### src/rtl/l2_types_pkg.sv
// Shared types for the L2 read-response path: line width, line type and FSM state encoding.
package l2_types_pkg;

    localparam int LINE_W = 256;

    typedef logic [LINE_W-1:0] line_t;

    typedef enum logic [2:0] {
        ST_IDLE,
        ST_HIT_RESP,
        ST_FETCH,
        ST_FILL,
        ST_MISS_RESP
    } state_t;

endpackage

### src/rtl/l2_line_assembler.sv
// Collects BEATS memory beats into one cache line; beat k lands in slot k.
module l2_line_assembler
    import l2_types_pkg::*;
#(
    parameter int BEAT_W = 64
) (
    input  logic              clk,
    input  logic              rst,
    input  logic              beat_valid,
    input  logic [BEAT_W-1:0] beat_data,
    output line_t             line,
    output logic              done
);

    localparam int BEATS = LINE_W / BEAT_W;
    localparam int CNT_W = (BEATS > 1) ? $clog2(BEATS) : 1;
    localparam logic [CNT_W-1:0] LAST = CNT_W'(BEATS - 1);

    logic [CNT_W-1:0] cnt_reg;

    always_ff @(posedge clk or posedge rst) begin
        if (rst) begin
            cnt_reg <= '0;
        end else if (beat_valid) begin
            cnt_reg <= (cnt_reg == LAST) ? '0 : cnt_reg + 1'b1;
        end
    end

    // One register per slot so each slice of the line has a single driver.
    genvar gi;
    generate
        for (gi = 0; gi < BEATS; gi++) begin : g_slot
            logic [BEAT_W-1:0] slot_reg;

            always_ff @(posedge clk or posedge rst) begin
                if (rst) begin
                    slot_reg <= '0;
                end else if (beat_valid && (cnt_reg == CNT_W'(gi))) begin
                    slot_reg <= beat_data;
                end
            end

            assign line[gi*BEAT_W +: BEAT_W] = slot_reg;
        end
    endgenerate

    assign done = beat_valid && (cnt_reg == LAST);

endmodule

### src/rtl/l2_read_resp.sv
// L2 read-response controller: serves hits from the data array, misses by a
// burst fetch from physical memory followed by a line fill and response.
module l2_read_resp
    import l2_types_pkg::*;
#(
    parameter int BEAT_W = 64
) (
    input  logic              clk,
    input  logic              rst,
    input  logic              l1_read,
    input  logic [31:0]       l1_address,
    output line_t             l1_rdata,
    output logic              l1_resp,
    input  logic              hit1,
    input  logic              hit2,
    input  line_t             data1,
    input  line_t             data2,
    input  logic              lru,
    output logic              pmem_read,
    output logic [31:0]       pmem_address,
    input  logic [BEAT_W-1:0] pmem_rdata,
    input  logic              pmem_resp,
    output logic              fill_we,
    output logic              fill_way,
    output line_t             fill_data
);

    state_t      state_reg, state_next;
    logic [31:0] addr_reg;
    logic        lru_reg;
    line_t       hit_data_reg;
    line_t       line;
    logic        beat_valid;
    logic        beat_done;
    logic        accept;

    assign accept     = (state_reg == ST_IDLE) && l1_read;
    assign beat_valid = (state_reg == ST_FETCH) && pmem_resp;

    l2_line_assembler #(
        .BEAT_W(BEAT_W)
    ) u_assembler (
        .clk       (clk),
        .rst       (rst),
        .beat_valid(beat_valid),
        .beat_data (pmem_rdata),
        .line      (line),
        .done      (beat_done)
    );

    always_ff @(posedge clk or posedge rst) begin
        if (rst) begin
            state_reg <= ST_IDLE;
        end else begin
            state_reg <= state_next;
        end
    end

    // Request context is captured once on leaving IDLE; way 1 wins a dual hit.
    always_ff @(posedge clk or posedge rst) begin
        if (rst) begin
            addr_reg     <= '0;
            lru_reg      <= 1'b0;
            hit_data_reg <= '0;
        end else if (accept) begin
            addr_reg <= l1_address & 32'hFFFF_FFE0;
            lru_reg  <= lru;
            if (hit1) begin
                hit_data_reg <= data1;
            end else if (hit2) begin
                hit_data_reg <= data2;
            end
        end
    end

    always_comb begin
        state_next = state_reg;
        l1_resp    = 1'b0;
        l1_rdata   = '0;
        pmem_read  = 1'b0;
        fill_we    = 1'b0;
        unique case (state_reg)
            ST_IDLE: begin
                if (l1_read) begin
                    state_next = (hit1 || hit2) ? ST_HIT_RESP : ST_FETCH;
                end
            end
            ST_HIT_RESP: begin
                l1_resp    = 1'b1;
                l1_rdata   = hit_data_reg;
                state_next = ST_IDLE;
            end
            ST_FETCH: begin
                pmem_read = 1'b1;
                if (beat_done) begin
                    state_next = ST_FILL;
                end
            end
            ST_FILL: begin
                fill_we    = 1'b1;
                state_next = ST_MISS_RESP;
            end
            ST_MISS_RESP: begin
                l1_resp    = 1'b1;
                l1_rdata   = line;
                state_next = ST_IDLE;
            end
            default: state_next = ST_IDLE;
        endcase
    end

    assign pmem_address = addr_reg;
    assign fill_way     = lru_reg;
    assign fill_data    = line;

endmodule

### config.mk
export PLATFORM = sky130hd
export DESIGN_NAME = l2_read_resp
export DESIGN_NICKNAME = d
export VERILOG_FILES = /design/src/rtl/l2_types_pkg.sv /design/src/rtl/l2_line_assembler.sv /design/src/rtl/l2_read_resp.sv
export SDC_FILE = /design/constraint.sdc
export NUM_CORES = 1
export LEC_CHECK = 0
export ABC_AREA = 1
export CELL_PAD_IN_SITES_DETAIL_PLACEMENT = 1
export CELL_PAD_IN_SITES_GLOBAL_PLACEMENT = 1
export CORE_AREA = 2 2 453 455
export CTS_CLUSTER_DIAMETER = 80
export DETAILED_ROUTE_END_ITERATION = 6
export DIE_AREA = 0 0 455 457
export DONT_BUFFER_PORTS = 1
export GPL_TIMING_DRIVEN = 0
export PLACE_DENSITY_LB_ADDON = 0.1
export SETUP_SLACK_MARGIN = 0.2
export SLEW_MARGIN = 10
export SYNTH_ARGS = -nofsm -noshare
export SYNTH_HDL_FRONTEND = slang
export SYNTH_SLANG_ARGS = --single-unit
export TNS_END_PERCENT = 50
### constraint.sdc
create_clock -name clk -period 20.3 [get_ports clk]
set_clock_uncertainty 0.15 [all_clocks]
set_input_delay 3.045 -clock clk [delete_from_list [all_inputs] [get_ports clk]]
set_output_delay 3.045 -clock clk [all_outputs]
set_load 0.05 [all_outputs]
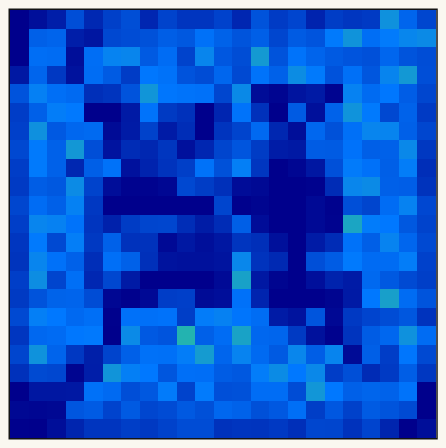
Run 1: cell density map
The die is cut into 23 by 23 equal tiles; dark blue is low, red is high, 0 to 100% covered.
fullest tile	40%
nearly empty tiles	12%
emptiest ninth of the die	centre

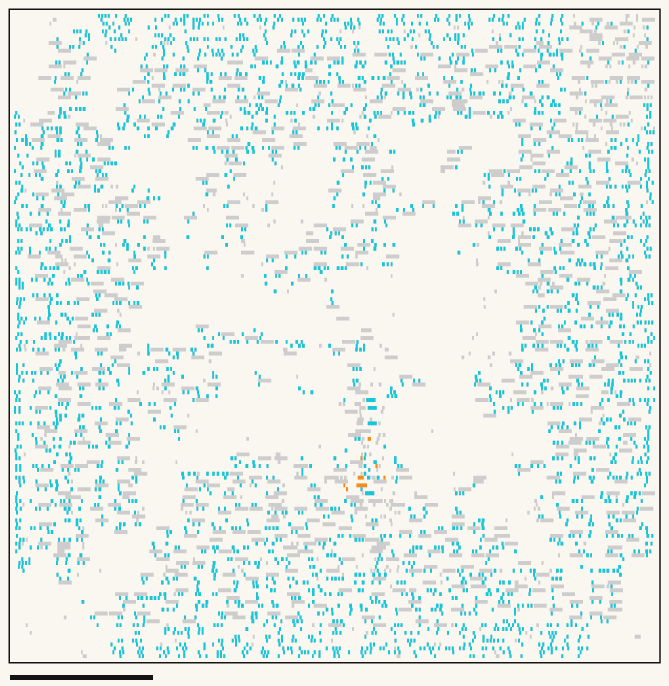
Run 1: selected gate families
Bar = 100 µm.
colour	family	cells	most used	where
cyan	NAND gates	3,120	nand2_1	all over the die
orange	NOR gates	8	nor2_1	bottom centre

==> ci_impl_report.md, run 1 <==
### Metrics collected by this job

| Metric | Value |
|---|---|
| Busiest layer in global routing | `met2` |
| Crit Path Max Fanout | `10` |
| Mapped Cells | `4,068` |
| Routing usage on met2 | `0.345` |
| WL final | `217 mm` |
| Async S/R FF share, synth | `1.00` |
| Max incr delay on CP | `760 ps` |
| Yosys cell count | `4,068` |
| Avg WL per Cell | `31.2 µm` |
| GRT Util Overall | `0.202` |
| Utilization after layout | `0.172` |
| Dpl hpwl | `173 mm` |
| Mapped cell area | `0.0282 mm²` |
| Input/output buffers | `0` |
| Die height | `457 µm` |
| WP data required | `17,110 ps` |
| Clk power | `1.62 mW` |
| WP depth | `5` |
| Drt initial violations | `1,644` |
| Top_reg_cell synth | `dfrtp_1` |
| Yosys Chip Area | `0.0282 mm²` |
| Final setup violation count | `0` |
| Share of layout cells above drive strength 1 | `0.0698` |
| Fp_density | `0.138` |
| Status | `complete, no violations` |
| Seq group | `3.13 mW` |
| Sequential share of power | `0.430` |
| CTS tree | `done` |
| Clock-pin slew on the worst setup and hold paths | `50 ps` |
| Final hold vios | `0` |
| Nets | `4,793` |
| Worst-Skew Late Latency | `720 ps` |
| # resized after CTS | `0` |
| Post-CTS Setup Bufs | `0` |
| Slew @ Worst Pin | `1200 ps` |
| Met3 Usage GRT | `0.0705` |
| Vias per inst | `4.08` |
| Comb. cell area | `0.0130 mm²` |
| Die area | `0.208 mm²` |
| Comb power frac | `0.348` |
| HP Class | `reg -> reg` |
| Finished Layout Cells | `6,945` |
| Top Consumer | `registers` |
| VDD IR max | `0.0000652 V` |
| Initial DRT Pass Iterations | `5` |
| FMAX | `138 MHz` |
| Comb power | `2.53 mW` |
| Synthesis-stage register bit count | `545` |
| Critical R2R Capture | `u_assembler.g_slot[2].slot_reg[62]` |
| Chip Width | `455 µm` |
| H-tree levels | `3` |
| Tmin final | `7250 ps` |
| Area leader, netlist | `dfrtp_1` |
| NetSw | `4.31 mW` |
| FF-to-FF Start | `state_reg[2]` |
| WP data arrival | `4050 ps` |
| R2R Setup Slk | `17,030 ps` |
| CP endpoint | `l1_rdata[128]` |
| Register area share after synthesis | `0.484` |
| Wire length on met3 | `18.1 mm` |
| CP cell instances | `nor2_4, buf_2, clkbuf_1, nand3_1, nand2_1` |
| Final Slew Violations | `0` |
| Core area | `0.203 mm²` |
| CTS sink count | `545` |
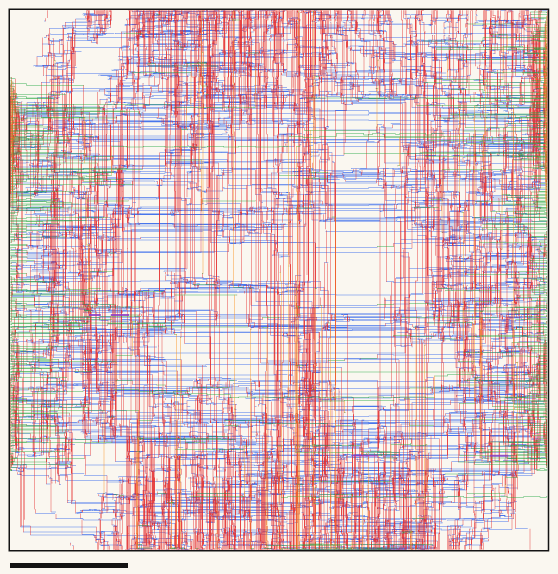
Run 1: signal wires by layer
Bar = 100 µm.
colour	layer	wire length
purple	met5	56.1 µm
red	met2	105 mm
orange	met4	7,570 µm
blue	met1	85.8 mm
green	met3	18,100 µm

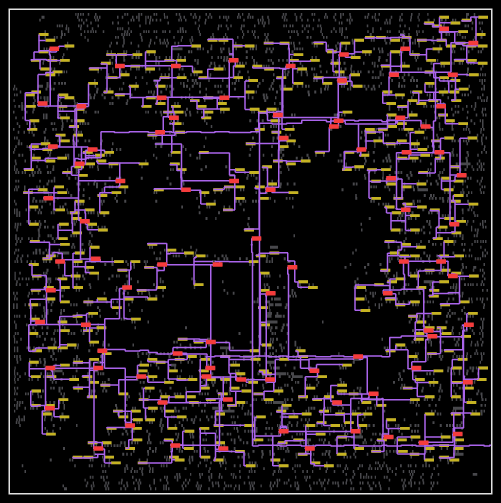
Run 1: clock network drawn from the DEF
[red] cells driving clock nets | count: 88
[purple] clock wires | length: 13,000 µm
[yellow] flip-flops | count: 545
routed clock nets	89

[run 1: layout make-up]
cell class | instances | area share
Antenna cell | 15 | 0.00107
Clock buffer | 121 | 0.0718
Timing Repair Buffer | 12 | 0.00924
Clock inverter | 37 | 0.0140
Sequential cell | 545 | 0.391
Tap cell | 2688 | 0.0963
Inverter | 39 | 0.00441
Buffer | 319 | 0.0396
Multi-Input combinational cell | 3169 | 0.373
[run 1: per-stage QoR]
stage	setup TNS (ps)	setup WS, ps	power [mW]	hold WS, ps	instance area [µm²]
6_report	0	13050	7.29	328	34900
5_1_grt	0	12990	7.72	343	34900
2_1_floorplan	0	1870	4.48	299	28200
4_1_cts	0	12940	7.47	332	34900
3_3_place_gp	-5191320	-9700	5.76	313	31500
3_5_place_dp	0	13790	5.79	316	31900
[run 1: worst register-to-register path: stages, from the launching register on]
cell and delay (ps):
dfrtp_1 350, buf_2 180, inv_2 90, nand3_1 170, nor2_2 700, buf_2 720
buf_2 410, nand3_1 270, nand2_1 150
[run 1: cells by family after synthesis]
group	count (synthesis)	synth area share
AND-OR/OR-AND	32	0.00578
flip-flops	545	0.484
buffers and inverters	358	0.0537
AND/OR/NAND/NOR	3128	0.454
adder cells (fa/ha/maj)	4	0.00178
other	1	0.000133
[run 1: worst min-delay path by stage]
stage                                    to         startpoint  depth (start not counted)  slack (ps)
after floorplan           hit_data_reg[255]  hit_data_reg[255]                          2         300
after global placement     hit_data_reg[23]   hit_data_reg[23]                          2         310
after detailed placement  hit_data_reg[251]  hit_data_reg[251]                          2         320
after CTS                 hit_data_reg[251]  hit_data_reg[251]                          2         330
after global routing      hit_data_reg[251]  hit_data_reg[251]                          2         340
final                     hit_data_reg[185]  hit_data_reg[185]                          2         330
Run 1, routing congestion map:
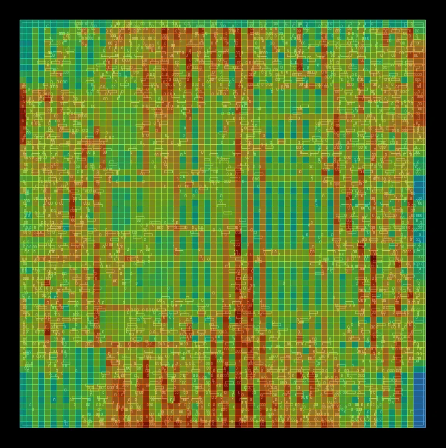

==> inputs of run 2 (changes only) <==
Clock period 20.3 ns to 6.8 ns, I/O delays scaled along.
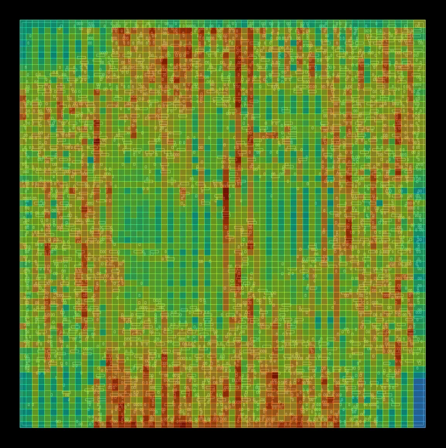
Run 2: routing congestion map
Avg WL per Cell: 31.1 µm
GRT Util Overall: 0.203
busiest layer in global routing: met2
met1 Resource Use GR: 0.238

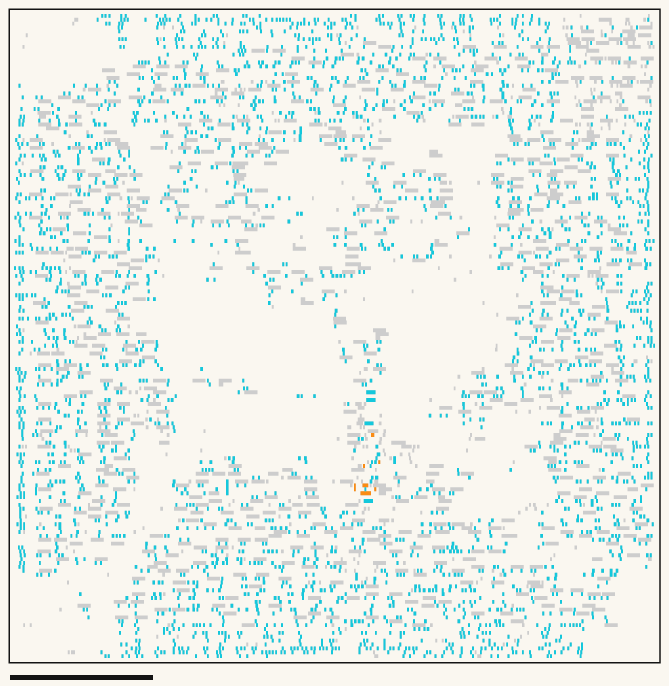
Run 2: selected gate families
Bar = 100 µm.
colour	family	cells	most used	where
orange	NOR gates	8	nor2_1	bottom centre
cyan	NAND gates	3,120	nand2_1	all over the die

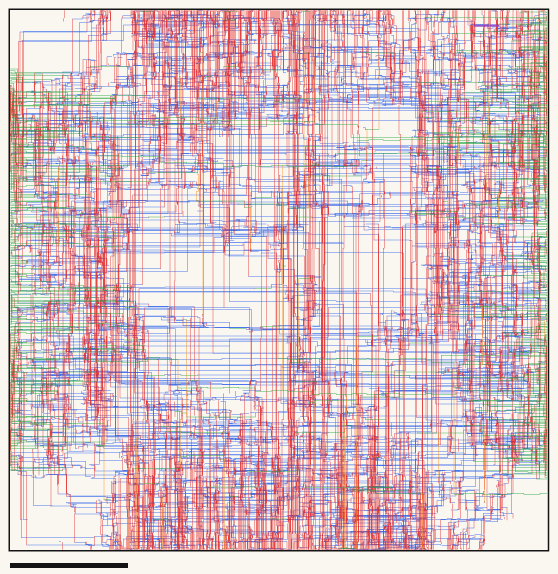
Run 2: signal wires by layer
Bar = 100 µm.
colour	layer	wire length
orange	met4	3,680 µm
green	met3	17,500 µm
red	met2	108 mm
blue	met1	86.4 mm
purple	met5	20.2 µm

==> run 2 against run 1 <==
  * Clock power rose to 2.9 times the previous value
  * Area after synthesis did not move
  * Non-clock buffer count rose by 15
  * Critical path type unchanged
  * Sequential share of layout area fell by 0.15 points
  * Worst hold slack got worse by 180 ps
==> ci_impl_report.md, run 2 <==
### Metrics collected by this job

| Metric | Value |
|---|---|
| Most frequent cells after synthesis | `2,341 x nand2_1, 773 x nand3_1, 545 x dfrtp_1` |
| WP data arrival | `4300 ps (+250 ps)` |
| H-tree levels | `3 (unchanged)` |
| Worst-Skew Late Latency | `720 ps (about the same)` |
| Register area | `0.0136 mm²` |
| CP cell instances | `nor2_4, buf_2, clkbuf_1, nand3_1, nand2_1` |
| Final hold vios | `0 (unchanged)` |
| Mapped cell area | `0.0282 mm² (unchanged)` |
| Register area share after synthesis | `0.484 (unchanged)` |
| CTS sink count | `545 (unchanged)` |
| CTS tree | `done` |
| Top cells by area | `dfrtp_1 48%, nand2_1 31%, nand3_1 14%` |
| Post-DRT Antenna Nets | `0` |
| Unique cell type count in the Yosys netlist | `20` |
| P&R area growth vs syn | `24.5%` |
| Tool Warnings | `35` |
| LEAKAGE | `18.5 nW` |
| Critical R2R Capture | `u_assembler.g_slot[3].slot_reg[63]` |
| Comb. cell area | `0.0130 mm² (unchanged)` |
| Status | `complete, no violations` |
| WP data required | `5630 ps (-11,480 ps)` |
| FMAX | `183 MHz` |
| Number of enable flip-flop cells | `0` |
| Max_slew headroom | `0.198` |
| Tmin final | `5470 ps` |
| Most frequent cell after synthesis | `nand2_1` |
| Slew @ Worst Pin | `1200 ps (+0.497 ps)` |
| Fp_density | `0.138 (unchanged)` |
| Post-route DRC | `0` |
| Top cell family by delay on the critical path | `buffers and inverters` |
| Die height | `457 µm (unchanged)` |
| Top_reg_cell synth | `dfrtp_1` |
| RSZ-0062 raised after global routing | `false` |
| CP bufs+invs | `2` |
| Syn Area/Cell | `6.92 µm²` |
| Power Density | `617 mW/mm²` |
| Chip Width | `455 µm (unchanged)` |
| Input/output buffers | `0 (unchanged)` |
| Vias per inst | `4.09 (+0.21%)` |
| Dominant logic cell type in the layout | `nand2_1` |
| Share of layout cells above drive strength 1 | `0.0713 (+0.00148)` |
| Final Slew Violations | `0 (unchanged)` |
| Max incr delay on CP | `890 ps (+130 ps)` |
| Slowest cell on the critical path | `clkbuf_1` |
| Crit Path Max Fanout | `10 (unchanged)` |
| CP endpoint | `l1_rdata[153]` |
| Drt initial violations | `1,585 (-3.6%)` |
| Nets | `4,809 (+0.33%)` |
| FF-to-FF Start | `state_reg[2]` |
| WL final | `216 mm (-0.22%)` |
| R2R Setup Slk | `3610 ps (-13,420 ps)` |
| Initial DRT Pass Iterations | `5 (unchanged)` |
| Yosys Chip Area | `0.0282 mm² (unchanged)` |
| Final setup violation count | `0 (unchanged)` |
| Post-CTS Setup Bufs | `0 (unchanged)` |
| WP depth | `5 (unchanged)` |
| Crit path launch | `state_reg[0]` |
| # resized after CTS | `0 (unchanged)` |
| Async S/R FF share, synth | `1.00 (unchanged)` |
| Yosys cell count | `4,068 (unchanged)` |
| Dpl hpwl | `174 mm (+0.45%)` |
| Finished Layout Cells | `6,950 (+0.072%)` |
| Area leader, netlist | `dfrtp_1` |
| Largest net degree at the start of global routing | `33` |
| Worst Setup Start Kind | `flop` |
| Synthesis-stage register bit count | `545 (unchanged)` |
| Vias in the first global route | `30,400` |
| Mapped Cells | `4,068 (unchanged)` |
| HP Class | `in -> async` |
| Final Total Pwr | `21.6 mW (+200%)` |
| Crit path capture type | `output port` |
| Core area | `0.203 mm² (unchanged)` |
| Die area | `0.208 mm² (unchanged)` |
| Initial antenna violation count | `28` |
| VDD IR max | `0.000215 V (+230%)` |
| Clock-pin slew on the worst setup and hold paths | `60 ps (about the same)` |
run 2: cell types whose count changed in the layout (fill, tap and decap cells not counted), moves of 2 or more:
cell	delta
buf_12	+22
buf_16	-7
clkbuf_8	-5
diode_2	-5
bufinv_16	-3
clkbuf_1	+3
clkinv_8	+3
inv_6	-2
run 2: cells by family after synthesis:
| family | Yosys count | share of synthesized area |
|---|---|---|
| AOI/OAI and AO/OA | 32 | 0.00578 |
| adders and majority gates | 4 | 0.00178 |
| buffers and inverters | 358 | 0.0537 |
| DFF | 545 | 0.484 |
| other | 1 | 0.000133 |
| and+or+nand+nor | 3128 | 0.454 |
run 2: area by class of cell:
cell class,count,area share
flip-flops and latches,545,0.389
multi-input cells,3169,0.372
well taps,2688,0.0959
clock buffers,120,0.0706
plain buffers,319,0.0394
repair buffers,27,0.0163
clock inverters,33,0.0122
inverters,39,0.00428
diodes,10,0.000714
run 2: metrics by stage:
stage / util / worst slack, ps / hold WS (ps) / instance area [µm²] / setup TNS [ps]
after CTS: 0.172 / 923 / 92.1 / 35000 / 0
after floorplan: - / -1780 / 299 / 28200 / -972230
after global placement: 0.155 / -7580 / 312 / 31500 / -4056570
after detailed placement: 0.158 / 1750 / 316 / 32100 / 0
final: 0.172 / 1330 / 144 / 35100 / 0
after global routing: 0.172 / 1030 / 132 / 35000 / 0
run 2: report_power, final:
group / switching [mW] / total, mW / internal, mW
clock network: 1.92 / 4.70 / 2.78
logic: 6.20 / 7.56 / 1.36
registers: 4.73 / 9.36 / 4.63
run 2: metal layers:
metal  track usage  vias to the layer above  wire length [µm]
li1              -                    13100                 -
met4        0.0369                        2              3680
met3        0.0649                      153             17500
met1         0.238                    14300             86400
met5             0                        -                20
met2         0.359                      907            108000
No activity file was given, so power comes from the tool's default toggle rates.
